$ cat config.mk
export PLATFORM = sky130hd
export DESIGN_NAME = gpmc_target
export DESIGN_NICKNAME = d
export VERILOG_FILES = /design/src/rtl/gpmc_target.sv
export SDC_FILE = /design/constraint.sdc
export NUM_CORES = 1
export LEC_CHECK = 0
export CAP_MARGIN = 20
export CELL_PAD_IN_SITES_DETAIL_PLACEMENT = 1
export CELL_PAD_IN_SITES_GLOBAL_PLACEMENT = 1
export CORE_MARGIN = 3
export CORE_UTILIZATION = 41
export DETAILED_ROUTE_END_ITERATION = 16
export DONT_BUFFER_PORTS = 1
export PLACE_DENSITY_LB_ADDON = 0.12
export SLEW_MARGIN = 30
export SYNTH_ARGS = -nofsm -noshare
export SYNTH_HDL_FRONTEND = slang
export SYNTH_SLANG_ARGS = --single-unit
$ cat constraint.sdc
create_clock -name gpmc_clk -period 1.5 [get_ports gpmc_clk]
set_input_delay 0.225 -clock gpmc_clk [delete_from_list [all_inputs] [get_ports gpmc_clk]]
set_output_delay 0.225 -clock gpmc_clk [all_outputs]
set_load 0.1 [all_outputs]
$ cat src/rtl/gpmc_target.sv
// gpmc_target: GPMC synchronous responder on chip-select 1 of the ARM's
// multiplexed 16-bit AD bus. Each host access becomes a single-cycle write
// strobe or read request on the internal register bus. Read data is driven
// back onto the AD bus while the host still holds OE low.
//
// Build option: define GPMC_TARGET_BURST_EN to accept extra write data
// edges after the first one. Each extra edge writes to the next word address.
// Without the macro, extra data edges are ignored.
module gpmc_target #(
  parameter int unsigned RD_WAIT      = 3,
  parameter logic [15:0] TIMEOUT_DATA = 16'hDEAD,
  parameter logic [15:0] ADDR_MASK    = 16'hFFFE
) (
  input  logic        gpmc_clk,
  input  logic        reset_n,
  input  logic [15:0] gpmc_ad_in,
  output logic [15:0] gpmc_ad_out,
  output logic        gpmc_ad_oe,
  input  logic        gpmc_advn,
  input  logic        gpmc_csn,
  input  logic        gpmc_wein,
  input  logic        gpmc_oen,
  output logic [15:0] reg_addr,
  output logic        reg_wr_en,
  output logic [15:0] reg_wr_data,
  output logic        reg_rd_en,
  input  logic [15:0] reg_rd_data,
  input  logic        reg_rd_valid,
  output logic        err_timeout
);

  typedef enum logic [2:0] {
    S_IDLE,
    S_ADDR,
    S_WR_DONE,
    S_RD_WAIT,
    S_RD_HOLD
  } state_t;

  // The wait window covers RD_WAIT cycles, starting with the reg_rd_en cycle.
  // The timeout is taken on the last edge of the window, so the timeout data
  // is already stable before the host samples the bus.
  localparam logic [3:0] WAIT_LAST = 4'(RD_WAIT - 1);

  state_t     state;
  logic [3:0] wait_cnt;

  // Decode the bus phases, issue the register strobes and capture the read data.
  always_ff @(posedge gpmc_clk) begin
    if (!reset_n) begin
      state       <= S_IDLE;
      gpmc_ad_out <= '0;
      reg_addr    <= '0;
      reg_wr_data <= '0;
      reg_wr_en   <= 1'b0;
      reg_rd_en   <= 1'b0;
      err_timeout <= 1'b0;
      wait_cnt    <= '0;
    end else begin
      reg_wr_en   <= 1'b0;
      reg_rd_en   <= 1'b0;
      err_timeout <= 1'b0;
      if (gpmc_csn) begin
        state <= S_IDLE;
      end else begin
        case (state)
          S_IDLE: begin
            if (!gpmc_advn) begin
              reg_addr <= gpmc_ad_in & ADDR_MASK;
              if (gpmc_wein) state <= S_ADDR;
            end
          end
          S_ADDR: begin
            if (!gpmc_advn) begin
              reg_addr <= gpmc_ad_in & ADDR_MASK;
            end else if (!gpmc_wein) begin
              reg_wr_data <= gpmc_ad_in;
              reg_wr_en   <= 1'b1;
              state       <= S_WR_DONE;
            end else begin
              reg_rd_en <= 1'b1;
              wait_cnt  <= '0;
              state     <= S_RD_WAIT;
            end
          end
          S_WR_DONE: begin
`ifdef GPMC_TARGET_BURST_EN
            if (!gpmc_wein) begin
              reg_addr    <= reg_addr + 16'd2;
              reg_wr_data <= gpmc_ad_in;
              reg_wr_en   <= 1'b1;
            end
`else
            state <= S_WR_DONE;
`endif
          end
          S_RD_WAIT: begin
            if (reg_rd_valid) begin
              gpmc_ad_out <= reg_rd_data;
              state       <= S_RD_HOLD;
            end else if (wait_cnt == WAIT_LAST) begin
              gpmc_ad_out <= TIMEOUT_DATA;
              err_timeout <= 1'b1;
              state       <= S_RD_HOLD;
            end else begin
              wait_cnt <= wait_cnt + 4'd1;
            end
          end
          S_RD_HOLD: state <= S_RD_HOLD;
          default:   state <= S_IDLE;
        endcase
      end
    end
  end

  // Drive the pad only during a read phase, and only while the host holds CS and OE low.
  always_comb begin
    gpmc_ad_oe = ((state == S_RD_WAIT) || (state == S_RD_HOLD)) && !gpmc_csn && !gpmc_oen;
  end

endmodule
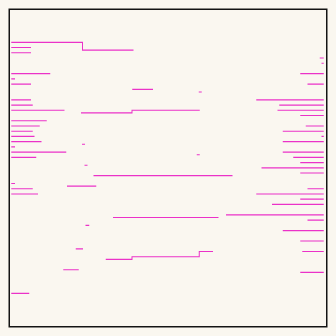
**Above:** the metal 3 layer.
53 nets have wire on it. The longest straight run is 35.9 um.
via count: 2181
M3 GR Usage: 6.62%

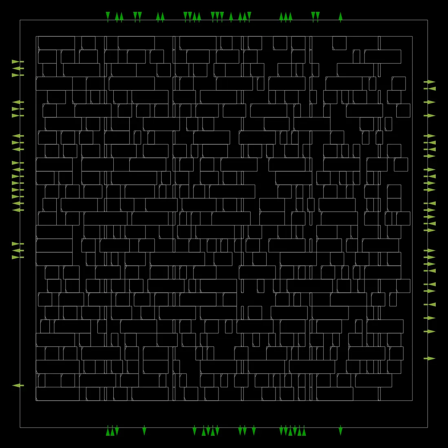
**Above:** placement view.
# fillers: 629
core box area: 0.00557 mm2
sequential cell count: 57
final std cells w/o fill: 413
Final Util: 63.0%

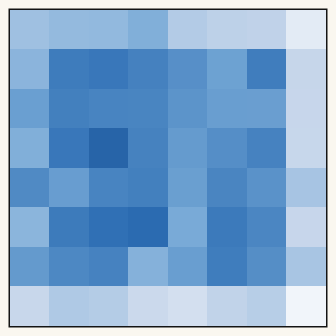
**Above:** local utilization.
The die is cut into 8 by 8 equal tiles; white is low, dark blue is high, 0 to 100% covered.
3.1% of the tiles are over 75% full. The mean over all tiles is 51%. The fullest tile reaches 79%.
Pre-Place Util: 42.7%

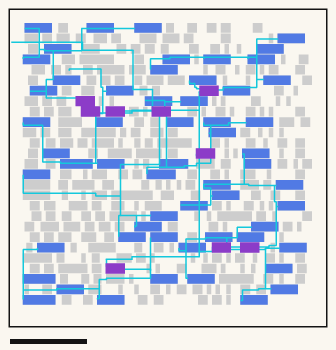
**Above:** clock distribution.
The bar under the picture is 20 um long.
Key: cells driving clock nets = purple [count 9]; flip-flops = blue [count 57]; clock wires = cyan [length 765 um]
Position of the flops: spread over the die.
Clk pwr share: 44.8%
Clock Power: 1.53 mW
Worst-Skew Late Latency: 0.32 ns
Final Skew: 0.00558 ns

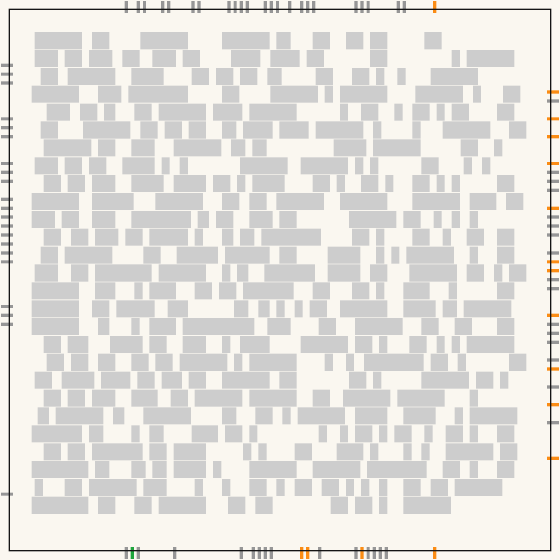
**Above:** I/O pins on the die edge.
Pins as bars across the die edge, other pins in grey.
Key: `gpmc_wein` = green [pins 1, direction input, edge bottom]; `reg_wr_data` = orange [pins 16, direction output, edge 11 right, 4 bottom, 1 top]
All pins by edge: 27 right, 24 top, 21 left, 19 bottom.
Die Y: 82.2 um
IO buf count: 0
die width: 82.2 um

==> flow_summary.toml <==
# flow metrics
[routing]
initialDrtViolationCount = 83
wl_mm = 7.65
wl_per_cell_um = 18.5
vias_per_cell = 5.28
drc = 0
ant_nets = 0
drt_pre_antenna_iters = 4

[logic_synthesis]
topCellsByArea = "dfxtp_1 48%, nand2_1 11%, a21boi_0 5.7%, o211a_1 5.0%, a21boi_1 4.1%"
netlist_instances = 258
synth_area_mm2 = 0.00238
seq_area_frac_synth_pct = 47.9
avgSynthCellArea_um2 = 9.22
ys_warn_count = 0
ys_cells = 258
async_reset_ff_share_pct = 0
synthesis.nets = 299
ys_area_mm2 = 0.00238
synth_flops = 57
top_area_cell = "dfxtp_1"
ys.flop_type = "dfxtp_1"
enable_flop_cells = 0

[hold_path]
hp-class = "primary input to flip-flop"
hp-start = "gpmc_ad_in[4]"
hold_depth = 2

[clocking]
clock-sinks = 57
cts.htree.levels = 3
ctsLongestPathBuffers = 2
clk_pin_slew_worst_paths_ns = 0.07
cts_tree = "yes"
numCtsBuffers = 9
cts_root_buffer = "clkbuf_8"

[worst_setup_path]
path_cells = "buf_4 -> nand3_4 -> a211oi_4 -> buf_12"
max_stage_delay_ns = 0.36
regToRegStartpoint = "state[2]"
path_class = "flip-flop to output pin"
r2r_cells = 8
crit_path_top_delay_cell = "dfxtp_4"
critPathArrivalTime_ns = 1.38
required_ns = 1.27
startpoint = "state[2]"
endpoint_kind = "output pin"
cp_max_fo = 3
cp-start-kind = "flip-flop"

[timing]
rsz0062_at_grt = "yes"
setup_violations = 19
worst_slack_ns = -0.105
hold_violations = 0
fmax_mhz = 623
whs_ns = 0.0346
maxSlewViolCount = 0
fin_crit_ns = 1.61
period_used_pct = 107

[layout]
syn_to_final_growth_pct = 47.6
final_net_count = 378
drive_gt1_share_pct = 39.6
fin_area_mm2 = 0.00351
antenna_cells = 0

[global_route]
grt_util_met2_pct = 32.3
grt_max_degree = 56
grt_use_met1_pct = 23.8
grt_pass1_wl_mm = 10.0
grt_antenna_before_repair = 0
track_usage_pct = 19.3
gr-total-overflow = 0
top_usage_layer = "met2"
grt_pass1_vias = 2069

[pwr]
p_per_area_mw_per_mm2 = 972
irDropWorstVdd_mv = 0.889
leakage_nw = 1.49

[placement]
place_inst = 373
placed_area_mm2 = 0.00291
routabilityCongestion = 0.776
dp_hpwl_mm = 4.24

[flow_run]
tool_warnings = 30
maxCapViolations = 0

[die]
die_area_mm2 = 0.00675
rows = 27
io_pins = 91

[outcome]
violations = "setup timing"
status = "complete, but fails checks"
registers in the layout, summed over array words and instances, names as in the netlist:
signal       count
reg_addr        15
reg_wr_en        1
gpmc_ad_out     16
wait_cnt         4
reg_wr_data     16
err_timeout      1
state            3
reg_rd_en        1
metal layers:
layer	up-vias	share of wire [%]
li1	1047	-
met1	1056	41
met2	70	51
met3	8	6.8
met4	0	1.1
met5	-	0
final timing paths:
path | endpoint | slack, ns
min | reg_addr[4] | 0.03
min reg2reg | reg_addr[12] | 0.45
max reg2reg | reg_wr_data[5] | -0.07
max | gpmc_ad_oe | -0.11
where the power goes:
part | switching (mW) | internal (mW)
Combinational | 0.236 | 0.104
Sequential | 0.0133 | 1.53
Clock | 0.593 | 0.937
Total | 0.843 | 2.57
kinds of logic (layout without fill, tap and decap cells):
family / Yosys count / count (layout) / synth area share (%)
adder cells (fa/ha/maj): 3 / 3 / 1.47
flip-flops: 57 / 57 / 47.9
AND/OR/NAND/NOR: 110 / 111 / 24.3
AND-OR/OR-AND: 59 / 59 / 19.7
other: 1 / 1 / 0.158
multiplexers: 3 / 3 / 1.26
buffers and inverters: 25 / 107 / 5.15
worst max-delay path, delay by kind of cell (launching register included):
family	cells	cell delay [ns]
buffers and inverters	2	0.34
DFF	1	0.36
AOI/OAI and AO/OA	1	0.28
and+or+nand+nor	1	0.09
timing repair:
action	in CTS	in global routing
gates resized	16	35
endpoints found under the hold margin	1	0
hold buffers	1	0
pin swaps	18	29
buffers inserted	6	12
cloned	0	6
setup endpoints to repair	21	53
final cells by class:
cell class,count,area [um2]
Timing Repair Buffer,86,779
Fill cell,629,2060
Sequential cell,57,1150
Clock buffer,13,179
Inverter,6,27.5
Multi-Input combinational cell,177,1250
Tap cell,72,90.1
Clock inverter,2,35.0
per-stage QoR:
stage,setup TNS [ns],setup WS (ns)
global placement,-0.0618,-0.0428
CTS,-0.340,-0.138
global route,-3.36,-0.162
floorplan,-0.291,-0.203
detailed placement,-0.495,-0.0889
finish,-1.03,-0.105
cell usage in the layout, fill, tap and decap left out, types with 4 or more instances in the layout:
master	n
a21boi_1	27
a22oi_2	5
buf_12	4
buf_4	74
clkbuf_16	4
clkbuf_8	13
dfxtp_1	52
nand2_1	67
nand3b_1	13
nor2b_1	5
o211a_1	11
synthesized netlist by cell type (4+ instances only):
library cell and number:
a21boi_1 13, clkbuf_1 10, nand2_1 68, a21boi_0 18
buf_2 4, a22oi_1 5, dfxtp_1 57, inv_1 6
o211a_1 12, nand3b_1 13, nor2b_1 5
No activity file was given, so power comes from the tool's default toggle rates.
